<file path="config.mk">
export PLATFORM = sky130hd
export DESIGN_NAME = mem_wb_stage
export DESIGN_NICKNAME = d
export VERILOG_FILES = /design/src/rtl/mem_wb_stage.sv
export SDC_FILE = /design/constraint.sdc
export NUM_CORES = 1
export LEC_CHECK = 0
export CORE_MARGIN = 2
export CORE_UTILIZATION = 45
export DETAILED_ROUTE_END_ITERATION = 12
export DONT_BUFFER_PORTS = 1
export GPL_TIMING_DRIVEN = 0
export PLACE_DENSITY = 0.65
export SLEW_MARGIN = 20
export SYNTH_ARGS = -nofsm -noshare
export SYNTH_HDL_FRONTEND = slang
export SYNTH_SLANG_ARGS = --single-unit
</file>
<file path="constraint.sdc">
create_clock -name clk -period 4.3 [get_ports clk]
set_clock_uncertainty 0.1 [all_clocks]
set_input_delay 0.86 -clock clk [delete_from_list [all_inputs] [get_ports clk]]
set_output_delay 0.86 -clock clk [all_outputs]
set_load 0.02 [all_outputs]
</file>
<file path="src/rtl/mem_wb_stage.sv">
// mem_wb_stage
// MEM/WB pipeline register and writeback logic for the 5-stage MIPS core.
// It captures the results that leave the memory stage and formats load data
// (byte/half, signed/unsigned). It then picks the ALU, load or link value for
// writeback and drives the register file write port. It also keeps a count of
// retired instructions.
//
// Optional feature macro: MISALIGN_TRAP_EN
//   When it is defined, misaligned LW/LH/LHU loads in WB suppress the
//   register write and set a sticky misalign_err flag.
//   When it is not defined, misalign_err is tied to 0, LW ignores addr_lo,
//   and LH/LHU use addr_lo[1] only.
//
// Ports:
//   clk            rising-edge clock
//   reset_n        asynchronous active-low reset
//   stall          hold the WB register contents
//   flush          load a bubble into the WB register (flush beats stall)
//   mem_valid      MEM stage holds a real instruction
//   mem_reg_write  instruction writes a GPR
//   mem_wb_sel     00 ALU, 01 load, 10 link, 11 ALU
//   mem_load_type  000 LW, 001 LH, 010 LHU, 011 LB, 100 LBU, others LW
//   mem_addr_lo    effective address bits [1:0]
//   mem_alu_result ALU result
//   mem_read_data  raw aligned word from data memory
//   mem_link_data  link address for JAL/JALR
//   mem_write_reg  destination register
//   RegWrite       register file write enable
//   WriteReg       register file write address
//   WriteData      register file write data
//   wb_valid       WB register holds a valid instruction
//   retire_count   instructions retired (wraps)
//   misalign_err   sticky misaligned-load flag
module mem_wb_stage #(
  parameter int DATA_W = 32,
  parameter int CNT_W  = 32
) (
  input  logic              clk,
  input  logic              reset_n,
  input  logic              stall,
  input  logic              flush,
  input  logic              mem_valid,
  input  logic              mem_reg_write,
  input  logic [1:0]        mem_wb_sel,
  input  logic [2:0]        mem_load_type,
  input  logic [1:0]        mem_addr_lo,
  input  logic [DATA_W-1:0] mem_alu_result,
  input  logic [DATA_W-1:0] mem_read_data,
  input  logic [DATA_W-1:0] mem_link_data,
  input  logic [4:0]        mem_write_reg,
  output logic              RegWrite,
  output logic [4:0]        WriteReg,
  output logic [DATA_W-1:0] WriteData,
  output logic              wb_valid,
  output logic [CNT_W-1:0]  retire_count,
  output logic              misalign_err
);

  localparam logic [1:0] SEL_LOAD = 2'b01;
  localparam logic [1:0] SEL_LINK = 2'b10;

  localparam logic [2:0] LT_LH  = 3'b001;
  localparam logic [2:0] LT_LHU = 3'b010;
  localparam logic [2:0] LT_LB  = 3'b011;
  localparam logic [2:0] LT_LBU = 3'b100;

  logic              wb_reg_write;
  logic [1:0]        wb_sel;
  logic [2:0]        wb_load_type;
  logic [1:0]        wb_addr_lo;
  logic [DATA_W-1:0] wb_alu_result;
  logic [DATA_W-1:0] wb_read_data;
  logic [DATA_W-1:0] wb_link_data;
  logic [4:0]        wb_write_reg;

  logic [7:0]        load_byte;
  logic [15:0]       load_half;
  logic [DATA_W-1:0] load_value;
  logic              misaligned;

  // The raw memory word is stored, and formatting happens on the register
  // side, so no mem_* input reaches an output combinationally.
  always_ff @(posedge clk or negedge reset_n) begin
    if (!reset_n) begin
      wb_valid      <= 1'b0;
      wb_reg_write  <= 1'b0;
      wb_sel        <= 2'b00;
      wb_load_type  <= 3'b000;
      wb_addr_lo    <= 2'b00;
      wb_alu_result <= '0;
      wb_read_data  <= '0;
      wb_link_data  <= '0;
      wb_write_reg  <= 5'd0;
    end else if (flush) begin
      wb_valid      <= 1'b0;
      wb_reg_write  <= 1'b0;
      wb_sel        <= 2'b00;
      wb_load_type  <= 3'b000;
      wb_addr_lo    <= 2'b00;
      wb_alu_result <= '0;
      wb_read_data  <= '0;
      wb_link_data  <= '0;
      wb_write_reg  <= 5'd0;
    end else if (!stall) begin
      wb_valid      <= mem_valid;
      wb_reg_write  <= mem_reg_write;
      wb_sel        <= mem_wb_sel;
      wb_load_type  <= mem_load_type;
      wb_addr_lo    <= mem_addr_lo;
      wb_alu_result <= mem_alu_result;
      wb_read_data  <= mem_read_data;
      wb_link_data  <= mem_link_data;
      wb_write_reg  <= mem_write_reg;
    end
  end

  // An instruction retires when it leaves WB, which is any edge that neither
  // holds it (stall) nor kills it (flush).
  always_ff @(posedge clk or negedge reset_n) begin
    if (!reset_n) begin
      retire_count <= '0;
    end else if (wb_valid && !stall && !flush) begin
      retire_count <= retire_count + {{(CNT_W-1){1'b0}}, 1'b1};
    end
  end

  // Little-endian lane selection: the byte lane comes from addr_lo and the
  // halfword lane comes from addr_lo[1].
  always_comb begin
    load_byte = wb_read_data[7:0];
    case (wb_addr_lo)
      2'd0: load_byte = wb_read_data[7:0];
      2'd1: load_byte = wb_read_data[15:8];
      2'd2: load_byte = wb_read_data[23:16];
      2'd3: load_byte = wb_read_data[31:24];
      default: load_byte = wb_read_data[7:0];
    endcase
    load_half = wb_addr_lo[1] ? wb_read_data[31:16] : wb_read_data[15:0];
  end

  always_comb begin
    load_value = wb_read_data;
    case (wb_load_type)
      LT_LB:   load_value = {{(DATA_W-8){load_byte[7]}}, load_byte};
      LT_LBU:  load_value = {{(DATA_W-8){1'b0}}, load_byte};
      LT_LH:   load_value = {{(DATA_W-16){load_half[15]}}, load_half};
      LT_LHU:  load_value = {{(DATA_W-16){1'b0}}, load_half};
      default: load_value = wb_read_data;
    endcase
  end

  always_comb begin
    WriteData = wb_alu_result;
    case (wb_sel)
      SEL_LOAD: WriteData = load_value;
      SEL_LINK: WriteData = wb_link_data;
      default:  WriteData = wb_alu_result;
    endcase
  end

`ifdef MISALIGN_TRAP_EN
  // Types that are not a byte or halfword load behave as LW and need word
  // alignment. Halfwords only need bit 0 clear.
  always_comb begin
    misaligned = 1'b0;
    if (wb_valid && wb_sel == SEL_LOAD) begin
      case (wb_load_type)
        LT_LB, LT_LBU: misaligned = 1'b0;
        LT_LH, LT_LHU: misaligned = wb_addr_lo[0];
        default:       misaligned = (wb_addr_lo != 2'b00);
      endcase
    end
  end

  // The flag is sticky until reset. It records whichever misaligned load sat
  // in WB at an edge.
  always_ff @(posedge clk or negedge reset_n) begin
    if (!reset_n) begin
      misalign_err <= 1'b0;
    end else if (misaligned) begin
      misalign_err <= 1'b1;
    end
  end
`else
  assign misaligned   = 1'b0;
  assign misalign_err = 1'b0;
`endif

  assign WriteReg = wb_write_reg;
  assign RegWrite = wb_valid && wb_reg_write && (wb_write_reg != 5'd0) && !misaligned;

endmodule

</file>
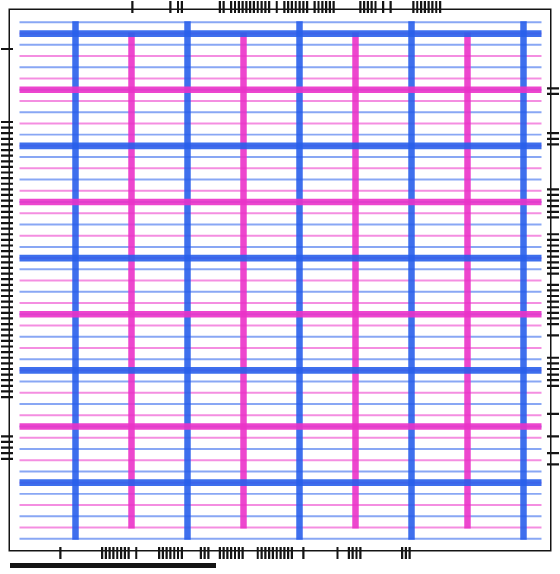
power_grid.png
Scale bar: 50 microns. Pins as bars on the die edge.
- blue: VSS
- magenta: VDD
- rows: 46
- met4 straps: 9
- met5 straps: 9
- signal pins: 186
- met1 rails: 47

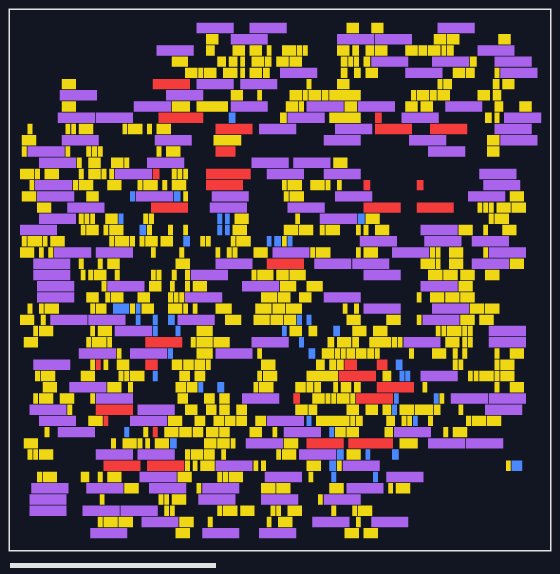
placement_by_type.png
Scale bar: 50 microns.
- red: clock drivers and dummy loads (cells 32)
- blue: remaining buffers and delay cells (cells 49)
- yellow: combinational and other logic (cells 502)
- purple: sequential cells (cells 142)

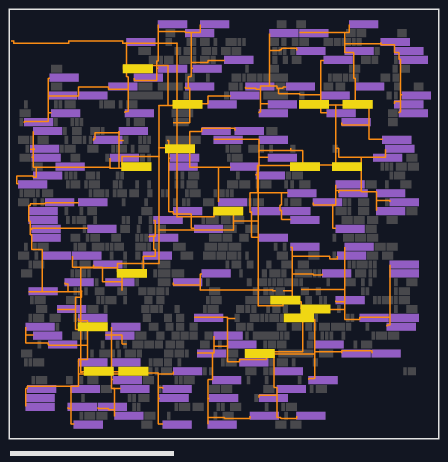
clk_routes.png
Scale bar: 50 microns.
- purple: flip-flops (count 142)
- orange: clock wires (length 1,890 microns)
- yellow: clock drivers (count 17)
- flops lie: all over the die
clock network fraction of total power: 43.9%
clock latency reported for the late side of the worst-skew pair: 0.42 ns

==> flow_metrics.rpt <==
PHYSICAL IMPLEMENTATION REPORT
----------------------------------------------------
[Logic synthesis]
  Area share of xor/xnor cells in the synthesized design ........................ 3.99%
  Post-synthesis register bit count ........................ 142
  Dominant Register Cell ........................ sky130_fd_sc_hd__dfrtp_1
  Synthesized netlist cell count ........................ 693
  Dominant kind of combinational cell ........................ multiplexers
  Avg Cell Area, Syn ........................ 10.4 sq um
  Synth Area in Simple Gates ........................ 15.2%
  Post-Syn Area ........................ 0.00724 sq mm

[Clocking]
  Inserted Clock Buffers ........................ 17
  Maximum buffer depth of the clock tree ........................ 2
  Number of sinks on the clock net ........................ 142
  Cells resized by post-CTS repair ........................ 0

[Setup path]
  Highest-delay cell along the critical path ........................ sky130_fd_sc_hd__o311ai_0
  Crit-path max FO ........................ 7
  Kind of capture point of the worst setup path ........................ primary output
  Data required, critical path ........................ 3.34 ns
  Max incr delay on CP ........................ 0.76 ns
  Reg-to-reg critical path endpoint ........................ retire_count[22]

[Power and ir drop]
  Group drawing the most power ........................ registers
  Combinational cell fraction of total power ........................ 11.7%
  Reported combinational group power ........................ 399 uW
  Flip-flop and latch power ........................ 1510 uW
  Cell Pwr Density ........................ 420 mW/mm^2

[Detailed routing]
  Final antenna-violating net count ........................ 0
  Wire length on met2 ........................ 9690 microns
  Initial DRC Count ........................ 359
  Detailed-route wire length ........................ 20,800 microns
  Wire length on met3 ........................ 1690 microns
  DR top layer ........................ met4

[Final timing]
  Worst setup slack after layout ........................ 0.478 ns
  Final tally of setup violations ........................ 0
  Relative max-transition margin ........................ 41.9%

[Final layout]
  Net count reported at finish ........................ 829
  Number of antenna repair diodes ........................ 0
  Combinational gate area ........................ 0.00343 sq mm
  Top cell excl fill/tap ........................ sky130_fd_sc_hd__nor2_1
  Layout Area Growth over Synthesis ........................ 11.9%
  Core occupancy in the finished layout ........................ 51.2%

[Global routing]
  Routing usage on met1 ........................ 33.0%
  Overall Global Routing Usage ........................ 24.9%
  Largest net degree at the start of global routing ........................ 143
  Number of antenna violations at the first check in global routing ........................ 0
  Vias in the first global route ........................ 5,563
  Met2 usage in global routing ........................ 39.4%

[Floorplanning]
  Overall die area ........................ 0.0171 sq mm
  Number of rows in the core area ........................ 46

[Placed design]
  Inst Count DP ........................ 909
  Tally of buffers added on design ports ........................ 0

[Outcome]
  Outcome ........................ finished clean

----------------------------------------------------
final cells by class:
cell class                 instances  area share (%)
inverter                          10           0.463
clock inverter                    11            1.73
tap                              216            3.34
sequential                       142            43.9
buffer                            49            2.64
multi-input combinational        492            42.4
clock buffer                      21            5.56
synthesized netlist by cell type (3+ instances only):
master                     number  area, sq um
sky130_fd_sc_hd__nor3_1         4         20.0
sky130_fd_sc_hd__nand2b_1       5         31.3
sky130_fd_sc_hd__a22oi_1        7         52.6
sky130_fd_sc_hd__nand4_1        5         31.3
sky130_fd_sc_hd__mux2i_1      111         1110
sky130_fd_sc_hd__nor2_1       144          541
sky130_fd_sc_hd__ha_1           3         37.5
sky130_fd_sc_hd__o221ai_1      16          140
sky130_fd_sc_hd__inv_1         10         37.5
sky130_fd_sc_hd__o21a_1         8         60.1
sky130_fd_sc_hd__a22o_1         7         61.3
sky130_fd_sc_hd__dfrtp_1      142         3550
sky130_fd_sc_hd__clkbuf_1      30          113
sky130_fd_sc_hd__nand2_1       54          203
sky130_fd_sc_hd__and4_1         4         35.0
sky130_fd_sc_hd__mux2_2        15          169
sky130_fd_sc_hd__nand3_1       12         60.1
sky130_fd_sc_hd__and3_1         4         25.0
sky130_fd_sc_hd__a211oi_1       7         52.6
sky130_fd_sc_hd__xnor2_1       26          228
sky130_fd_sc_hd__buf_2         14         70.1
sky130_fd_sc_hd__o21ai_0        3         15.0
sky130_fd_sc_hd__xor2_1         7         61.3
sky130_fd_sc_hd__a21oi_1        5         25.0
sky130_fd_sc_hd__a221oi_1       8         70.1
sky130_fd_sc_hd__a221o_1       14          140
worst reg2reg max path, delay by kind of cell, from the launching register on:
family                    cells  cell delay (ns)
xor gates and xnor gates      1             0.15
DFF                           1             0.59
and+or+nand+nor               4             1.31
Power figures rest on the tool's default switching activity, not on a simulated workload.
